**Cell outlines without signal wires**

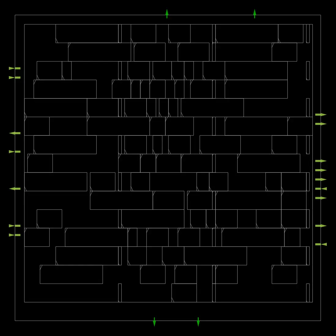
**Sequential cells coloured by netlist name**

Drawn at 6 px/µm.
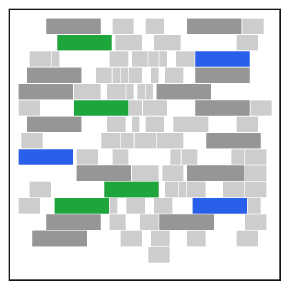
**Cell classes on the final placement**

Drawn at 6 px/µm.
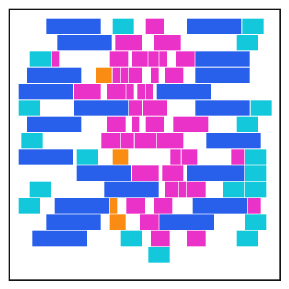
**I/O nets highlighted**

Drawn at 12 px/µm.
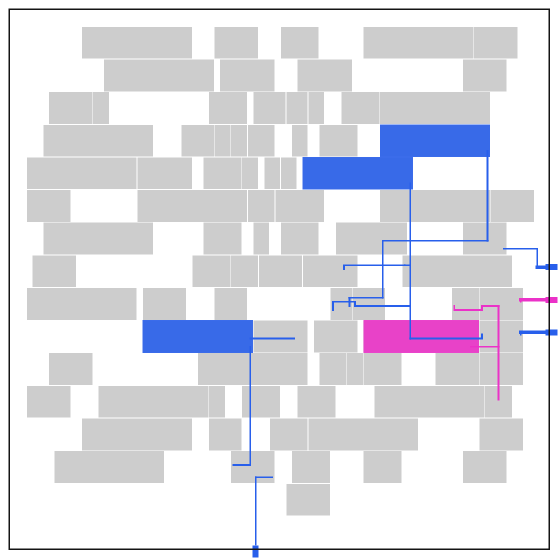
**Clock network drawn from the DEF**

Drawn at 6 px/µm.
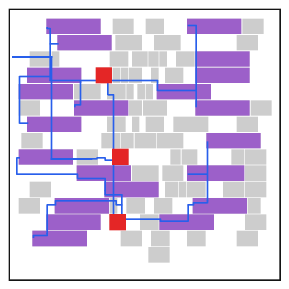
**src/rtl/fifo_rd_ctrl.sv**
```systemverilog
// fifo_rd_ctrl: async FIFO read-side pointer/empty/fill control; define FIFO_RD_ALMOST_EMPTY_EN to add ralmost_empty
module fifo_rd_ctrl #(
  parameter int ADDR = 3,
  parameter int AE_LEVEL = 2
) (
  input  logic            rclk,
  input  logic            rrst_n,
  input  logic            rinc,
  input  logic [ADDR:0]   wptr_gray,
  output logic [ADDR-1:0] raddr,
  output logic [ADDR:0]   rptr_gray,
  output logic            rempty,
  output logic [ADDR:0]   rfill,
  output logic            rd_underflow
`ifdef FIFO_RD_ALMOST_EMPTY_EN
  ,
  output logic            ralmost_empty
`endif
);
  logic [ADDR:0] rq1, rq2, rbin, rbin_next, rgray_next, wbin_s, rlevel;
  logic acc;
  always_comb begin
    acc = rinc & ~rempty;
    rbin_next = rbin + (ADDR+1)'(acc);
    rgray_next = rbin_next ^ (rbin_next >> 1);
    wbin_s = '0;
    for (int i = 0; i <= ADDR; i++) wbin_s[i] = ^(rq2 >> i);
    rlevel = wbin_s - rbin_next;
  end
  assign raddr = rbin[ADDR-1:0];
  always_ff @(posedge rclk or negedge rrst_n)
    if (!rrst_n) begin
      rq1 <= '0;
      rq2 <= '0;
      rbin <= '0;
      rptr_gray <= '0;
      rempty <= 1'b1;
      rfill <= '0;
      rd_underflow <= 1'b0;
`ifdef FIFO_RD_ALMOST_EMPTY_EN
      ralmost_empty <= 1'b1;
`endif
    end else begin
      rq1 <= wptr_gray;
      rq2 <= rq1;
      rbin <= rbin_next;
      rptr_gray <= rgray_next;
      rempty <= rgray_next == rq2;
      rfill <= rlevel;
      rd_underflow <= rinc & rempty;
`ifdef FIFO_RD_ALMOST_EMPTY_EN
      ralmost_empty <= rlevel <= (ADDR+1)'(AE_LEVEL);
`endif
    end
endmodule

```
**config.mk**
```make
export PLATFORM = sky130hd
export DESIGN_NAME = fifo_rd_ctrl
export DESIGN_NICKNAME = d
export VERILOG_FILES = /design/src/rtl/fifo_rd_ctrl.sv
export SDC_FILE = /design/constraint.sdc
export NUM_CORES = 1
export LEC_CHECK = 0
export ABC_AREA = 0
export CORE_MARGIN = 1
export CORE_UTILIZATION = 47
export DETAILED_ROUTE_END_ITERATION = 8
export PLACE_DENSITY = 0.79
export SYNTH_ARGS = -nofsm -noshare
export SYNTH_HDL_FRONTEND = slang
export SYNTH_SLANG_ARGS = --single-unit
```
**constraint.sdc**
```tcl
create_clock -name rclk -period 3.1 [get_ports rclk]
set_clock_uncertainty 0.2 [all_clocks]
set_input_delay 0.31 -clock rclk [delete_from_list [all_inputs] [get_ports rclk]]
set_output_delay 0.31 -clock rclk [all_outputs]
set_load 0.02 [all_outputs]
```
==> GITHUB_STEP_SUMMARY <==
### Yosys + OpenROAD results

| Metric | Value |
|---|---|
| Outcome | finished clean |
| CTS root buf | clkbuf_4 |
| Combinational power | 739 µW |
| Post-CTS Hold Fix Bufs | 0 |
| CP delay by family, top | XOR/XNOR gates |
| Sequential Power Share | 0.330 |
| Initial antenna violation count | 0 |
| Hold Path Class | flip-flop to flip-flop |
| Fp_density | 0.5007 |
| Worst Max-Slew Pin Slew | 0.8703 ns |
| Cell taking the most area after synthesis | dfrtp_1 |
| Initial DRT Pass Iterations | 3 |
| Crit path top cell by count | xor2_1 |
| Cell area leaders | dfrtp_1 58%, xnor2_1 9.1%, ha_1 5.8% |
| H-tree depth | 1 |
| CTS Buffer Depth | 2 |
| Clock-pin slew on the worst setup and hold paths | 0.11 ns |
| Post-placement cell count | about 110 |
| CP Capture Type | flip-flop |
| Post-Synth Simple-Gate Area | 0.07959 |
| 1st-iter DRT viols | 2 |
| Pin count of the biggest net entering global routing | 22 |
| YS chip area | 864.6 µm² |
| Final Hold Fails | 0 |
| Remaining Overflow, GRT | 0 |
| Vias/cell | 4.580 |
| Via count | 513 |
| Top power group | combinational logic |
| WHS Endpoint | rq2[0] |
| CP required | 3.12 ns |
| Total of warnings raised by yosys | 0 |
| Sequential area share after synthesis | 0.6093 |
| Gr busiest metal | met2 |
| Mapped cell area | 864.6 µm² |
| Met1 usage | 0.1592 |
| Ao+oa area frac | 0.04920 |
| CTS tree | yes |
| FF-to-FF Start | rq2[3] |
| Sw Share | 0.3820 |
| Final HPWL DP | 916.5 µm |
| Final WL | 1.190 mm |
| Yosys cell count | 65 |
| CTS resizes | 0 |
| Yosys top cell area share | 0.5789 |
| Fmax achieved | 414.6 MHz |
| Yosys reg bits | 21 |
| Unique cell types | 21 |
| Die area | 0.002015 mm² |
| Syn avg cell area | 13.30 µm² |
| Endpoints failing setup | 0 |
| Ant diodes | 0 |
| RSZ-0062 raised after global routing | false |
| GRT met2 Usage | 0.2471 |
| Worst Setup Start Kind | flip-flop |
About 'cell outlines without signal wires':
number of fillers in the final layout: 151
core footprint: 0.001727 mm²
n_taps: 25

About 'sequential cells coloured by netlist name':
legend:
  blue:
    name_in_the_netlist: rptr_gray
    sequential_cells: 3
  green:
    name_in_the_netlist: rq2
    sequential_cells: 4
not coloured: 14
Reg area: 526.8 µm²
sequential share of cell area: 0.4757
Finished Core Util: 0.6413
Seq power: 425 µW

About 'cell classes on the final placement':
legend:
  orange:
    class: clock drivers and dummy loads
    cells: 4
    share_of_their_area: 2.4%
  blue:
    class: flops
    cells: 21
    share_of_their_area: 49%
  magenta:
    class: combinational and other logic
    cells: 43
    share_of_their_area: 31%
  cyan:
    class: other buffers and delay cells
    cells: 19
    share_of_their_area: 18%
row cnt: 15
post-route design area: 0.001107 mm²

About 'I/O nets highlighted':
legend:
  magenta:
    port: rempty
    bits: 1
    direction: output
    edge: right
    end_cells: 1
    buffers: 1
    wire: 16.7 µm
  blue:
    port: raddr
    bits: 3
    direction: output
    edge: 2 right, 1 bottom
    end_cells: 3
    buffers: 3
    wire: 86.1 µm
I/O pin count: 20
PortBufs: 19

About 'clock network drawn from the DEF':
legend:
  purple:
    item: flip-flops
    count: 21
  red:
    item: clock drivers
    count: 3
  blue:
    item: clock wires
    length: 216 µm
routed clock nets: 4
flops lie: spread over the die
clk pwr: 124 µW
Worst-Skew Late Latency: 0.29 ns
Clock Power Share: 0.096

## Yosys cell counts
master and count:
nor2b_1 2, xnor2_1 9, dfrtp_1 20, maj3_2 1, xnor2_2 1, nand2_1 5
dfstp_2 1, buf_2 1, a21boi_0 1, inv_1 3, ha_1 4, a211oi_1 1
nor2_1 2, or2_2 2, nand3_1 1, a31oi_2 1, and2_1 2, mux2i_1 1
xor2_1 5, a21oi_1 1, o211a_1 1
## cell type report
class,count,area (µm²)
timing repair buffer,19,190.2
multi-input combinational,40,321.6
clock buffer,4,26.28
inverter,3,11.26
sequential,21,526.8
tap,25,31.28
fill,151,619.3
## state kept, by name, summed over array words and instances, names as in the netlist
| signal | count |
|---|---|
| rq2 | 4 |
| rd_underflow | 1 |
| rbin | 4 |
| rq1 | 4 |
| rptr_gray | 3 |
| rfill | 4 |
| rempty | 1 |
Power and IR drop assume default switching activity.
